**config.mk**
```make
export PLATFORM = sky130hd
export DESIGN_NAME = touch_spi_reader
export DESIGN_NICKNAME = d
export VERILOG_FILES = /design/src/rtl/touch_spi_reader_pkg.sv /design/src/rtl/touch_spi_shifter.sv /design/src/rtl/touch_spi_reader.sv
export SDC_FILE = /design/constraint.sdc
export NUM_CORES = 1
export LEC_CHECK = 0
export CORE_MARGIN = 4
export CORE_UTILIZATION = 50
export CTS_CLUSTER_SIZE = 40
export DETAILED_ROUTE_END_ITERATION = 10
export GPL_TIMING_DRIVEN = 0
export HOLD_SLACK_MARGIN = 0.12
export PLACE_DENSITY = 0.69
export SLEW_MARGIN = 10
export SYNTH_ARGS = -nofsm -noshare
export SYNTH_HDL_FRONTEND = slang
export SYNTH_HIERARCHICAL = 1
export SYNTH_SLANG_ARGS = --single-unit
```
**constraint.sdc**
```tcl
create_clock -name clock -period 3.4 [get_ports clock]
set_input_delay 0.68 -clock clock [delete_from_list [all_inputs] [get_ports clock]]
set_output_delay 0.68 -clock clock [all_outputs]
set_load 0.02 [all_outputs]
```
**src/rtl/touch_spi_reader_pkg.sv**
```systemverilog
// Shared definitions for the touch-panel ADC reader: FSM encoding,
// default ADC control bytes and the fixed serial frame geometry.
package touch_spi_reader_pkg;

  typedef enum logic [2:0] {
    S_IDLE,
    S_DEBOUNCE,
    S_XFER_X,
    S_XFER_Y,
    S_DONE,
    S_HOLDOFF
  } stateT;

  localparam logic [7:0] CMD_X_DEFAULT = 8'h92;
  localparam logic [7:0] CMD_Y_DEFAULT = 8'hD2;

  // Frame layout in DCLK periods (1-based): command in 1..8, data in 10..21.
  localparam logic [4:0] FRAME_BITS = 5'd24;
  localparam logic [4:0] CMD_BITS   = 5'd8;
  localparam logic [4:0] DATA_FIRST = 5'd10;
  localparam logic [4:0] DATA_BITS  = 5'd12;

endpackage

```
**src/rtl/touch_spi_shifter.sv**
```systemverilog
// Generic 24-period serial frame engine: generates DCLK, shifts the command
// out MSB first and shifts the 12-bit conversion result in.
module touch_spi_shifter
  import touch_spi_reader_pkg::*;
#(
  parameter int CLK_DIV = 25
) (
  input  logic                 clock,
  input  logic                 reset,
  input  logic                 start,
  input  logic [CMD_BITS-1:0]  cmd,
  input  logic                 sdi,
  output logic                 sclk,
  output logic                 sdo,
  output logic                 done,
  output logic [DATA_BITS-1:0] data
);

  logic                active;
  logic [7:0]          divCnt;
  logic [4:0]          bitCnt;
  logic [CMD_BITS-1:0] cmdReg;
  logic                phaseEnd;
  logic                inData;

  assign phaseEnd = active && (divCnt == 8'(CLK_DIV - 1));
  assign done     = phaseEnd && sclk && (bitCnt == FRAME_BITS - 5'd1);
  assign inData   = (bitCnt >= DATA_FIRST - 5'd1) &&
                    (bitCnt <  DATA_FIRST + DATA_BITS - 5'd1);

  always_ff @(posedge clock or negedge reset) begin
    if (!reset) begin
      active <= 1'b0;
      divCnt <= '0;
      bitCnt <= '0;
      cmdReg <= '0;
      sclk   <= 1'b0;
      sdo    <= 1'b0;
      data   <= '0;
    end else if (start) begin
      // Accepted when idle or on the final clock of a frame, so back-to-back
      // frames follow with no extra gap.
      active <= 1'b1;
      divCnt <= '0;
      bitCnt <= '0;
      cmdReg <= cmd;
      sclk   <= 1'b0;
      sdo    <= cmd[CMD_BITS-1];
    end else if (phaseEnd) begin
      divCnt <= '0;
      if (!sclk) begin
        sclk <= 1'b1;
      end else begin
        sclk <= 1'b0;
        if (inData) data <= {data[DATA_BITS-2:0], sdi};
        if (done) begin
          active <= 1'b0;
          sdo    <= 1'b0;
        end else begin
          bitCnt <= bitCnt + 5'd1;
          sdo    <= cmdReg[CMD_BITS-2];
          cmdReg <= {cmdReg[CMD_BITS-2:0], 1'b0};
        end
      end
    end else if (active) begin
      divCnt <= divCnt + 8'd1;
    end
  end

endmodule

```
**src/rtl/touch_spi_reader.sv**
```systemverilog
// Touch-panel ADC front end: debounces pen-down, converts X then Y, and
// presents each valid pair with a one-cycle new_coord strobe.
module touch_spi_reader
  import touch_spi_reader_pkg::*;
#(
  parameter int         CLK_DIV    = 25,
  parameter int         DEBOUNCE   = 500000,
  parameter int         SAMPLE_GAP = 2500000,
  parameter logic [7:0] CMD_X      = CMD_X_DEFAULT,
  parameter logic [7:0] CMD_Y      = CMD_Y_DEFAULT
) (
  input  logic        clock,
  input  logic        reset,
  input  logic        iADC_PENIRQ_n,
  input  logic        iADC_DOUT,
  output logic        oADC_DIN,
  output logic        oADC_DCLK,
  output logic        oADC_CS_n,
  output logic [11:0] x_coord,
  output logic [11:0] y_coord,
  output logic        new_coord,
  output logic        pen_down
);

  stateT       state, stateNext;
  logic [31:0] cnt, cntNext;
  logic [1:0]  penSync, doutSync;
  logic        penLow;
  logic        csN, csNNext;
  logic        startReg, startNext;
  logic [11:0] xHold, xHoldNext, xNext, yNext;
  logic        newNext, penNext;
  logic        shStart, shDone;
  logic [11:0] shData;
  logic [7:0]  shCmd;

  always_ff @(posedge clock or negedge reset) begin
    if (!reset) begin
      penSync  <= 2'b11;
      doutSync <= 2'b00;
    end else begin
      penSync  <= {penSync[0], iADC_PENIRQ_n};
      doutSync <= {doutSync[0], iADC_DOUT};
    end
  end

  assign penLow    = !penSync[1];
  assign shStart   = startReg || (state == S_XFER_X && shDone);
  assign shCmd     = startReg ? CMD_X : CMD_Y;
  assign oADC_CS_n = csN;

  touch_spi_shifter #(.CLK_DIV(CLK_DIV)) shifter (
    .clock (clock),
    .reset (reset),
    .start (shStart),
    .cmd   (shCmd),
    .sdi   (doutSync[1]),
    .sclk  (oADC_DCLK),
    .sdo   (oADC_DIN),
    .done  (shDone),
    .data  (shData)
  );

  always_comb begin
    stateNext = state;
    cntNext   = cnt;
    csNNext   = csN;
    startNext = 1'b0;
    xHoldNext = xHold;
    xNext     = x_coord;
    yNext     = y_coord;
    newNext   = 1'b0;
    penNext   = pen_down;
    case (state)
      S_IDLE: begin
        if (penLow) begin
          stateNext = S_DEBOUNCE;
          cntNext   = '0;
        end
      end
      S_DEBOUNCE: begin
        if (!penLow) begin
          stateNext = S_IDLE;
        end else if (cnt == 32'(DEBOUNCE - 1)) begin
          stateNext = S_XFER_X;
          penNext   = 1'b1;
          csNNext   = 1'b0;
          startNext = 1'b1;
        end else begin
          cntNext = cnt + 32'd1;
        end
      end
      S_XFER_X: begin
        if (shDone) begin
          xHoldNext = shData;
          stateNext = S_XFER_Y;
        end
      end
      S_XFER_Y: begin
        if (shDone) begin
          csNNext   = 1'b1;
          stateNext = S_DONE;
        end
      end
      S_DONE: begin
        // Validity of the pair is decided only here, after the full frame.
        if (penLow) begin
          xNext     = xHold;
          yNext     = shData;
          newNext   = 1'b1;
          cntNext   = '0;
          stateNext = S_HOLDOFF;
        end else begin
          penNext   = 1'b0;
          stateNext = S_IDLE;
        end
      end
      S_HOLDOFF: begin
        if (!penLow) begin
          penNext   = 1'b0;
          stateNext = S_IDLE;
        end else if (cnt == 32'(SAMPLE_GAP - 1)) begin
          stateNext = S_XFER_X;
          csNNext   = 1'b0;
          startNext = 1'b1;
        end else begin
          cntNext = cnt + 32'd1;
        end
      end
      default: stateNext = S_IDLE;
    endcase
  end

  always_ff @(posedge clock or negedge reset) begin
    if (!reset) begin
      state     <= S_IDLE;
      cnt       <= '0;
      csN       <= 1'b1;
      startReg  <= 1'b0;
      xHold     <= '0;
      x_coord   <= '0;
      y_coord   <= '0;
      new_coord <= 1'b0;
      pen_down  <= 1'b0;
    end else begin
      state     <= stateNext;
      cnt       <= cntNext;
      csN       <= csNNext;
      startReg  <= startNext;
      xHold     <= xHoldNext;
      x_coord   <= xNext;
      y_coord   <= yNext;
      new_coord <= newNext;
      pen_down  <= penNext;
    end
  end

endmodule

```
**Local utilization**

Drawn at 3 px/um. The die is cut into 11 by 11 equal tiles; black is low, pale yellow is high, 0 to 100% covered.
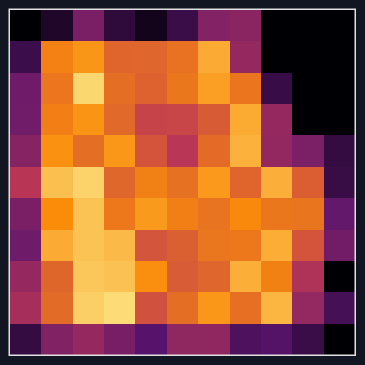
fullest tile	92%
tiles over 75% full	22%
nearly empty tiles	11%

**Met2 routing**

Drawn at 3 px/um.
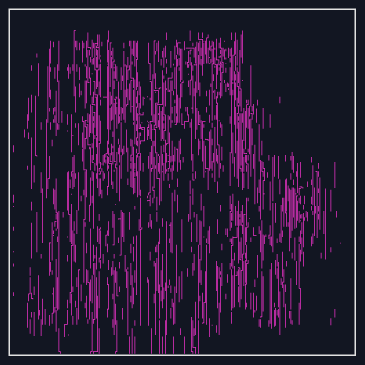
main direction	vertical
share of all routed wire	47%
longest straight run	37.7 um
nets with wire on the layer	506
wire length on this layer	5930 um
WL final: 12.7 mm
Vias: 4372
GR Layer Usage met2: 31.1%

**PDN straps and rails**

Drawn at 3 px/um. Pins as bars on the die edge.
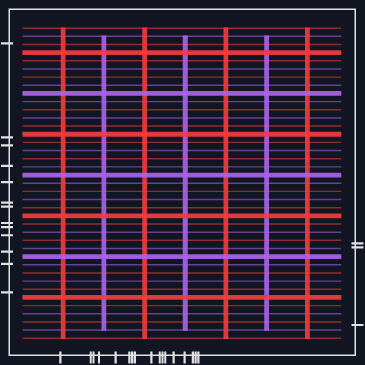
color	net
red	VSS
purple	VDD
met5 straps	7
signal pins	33
rows	38
met1 rails	39
met4 straps	7

==> flow_metrics.env <==
# implementation run metrics
export IMPL_regArea_um2=2860
export IMPL_flop_count=114
export IMPL_setup_violations=0
export IMPL_total_power_w=0.00330
export IMPL_final_layout_top_logic_cells="111 x dfrtp_1, 48 x nand2_1, 38 x mux2_2, 31 x clkdlybuf4s50_1, 28 x o21ai_0"
export IMPL_cp_arrival_ns=3.43
export IMPL_finalHoldViolCount=0
export IMPL_grt_pass1_vias=4262
export IMPL_critPathMaxFanout=13
export IMPL_tns_ns=0
export IMPL_initCoreUtil_pct=52.0
export IMPL_period_needed_ns=3.13
export IMPL_synth_seq_cells=114
export IMPL_busiest_layer="met2"
export IMPL_yosys_area_um2=5710
export IMPL_final_cell_area_um2=6870
export IMPL_fa_ha_area_share_pct=1.10
export IMPL_timing_rr_end="shifter/data[4]"
export IMPL_cap_viol_max_count=0
export IMPL_p_comb_share_pct=3.6
export IMPL_root_buffer="clkbuf_16"
export IMPL_cp_start_kind="flip-flop"
export IMPL_ys_cells=519
export IMPL_aoi_share_pct=13.9
export IMPL_antenna_found_initial=0
export IMPL_cpPeakStageDelay_ns=0.44
export IMPL_rsz0062_at_grt="no"
export IMPL_synthTopCellsByArea="dfrtp_1 49%, mux2_2 7.5%, nand2_1 3.2%"
export IMPL_outcome="finished clean"
**Register map, names as in the netlist**

Drawn at 3 px/um.
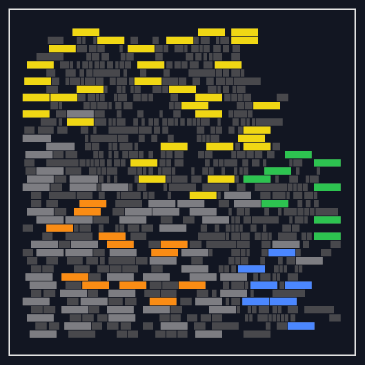
color	name in the netlist	sequential cells
green	`shifter/divCnt`	8
yellow	`cnt`	32
blue	`shifter/cmdReg`	7
orange	`shifter/data`	12

**The clock network**

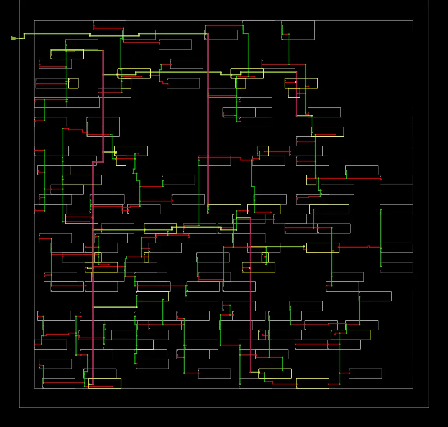
Clock Power: 0.00180 W
Worst Skew: 0.00641 ns
clock buf count: 19

No activity file was given, so power comes from the tool's default toggle rates.
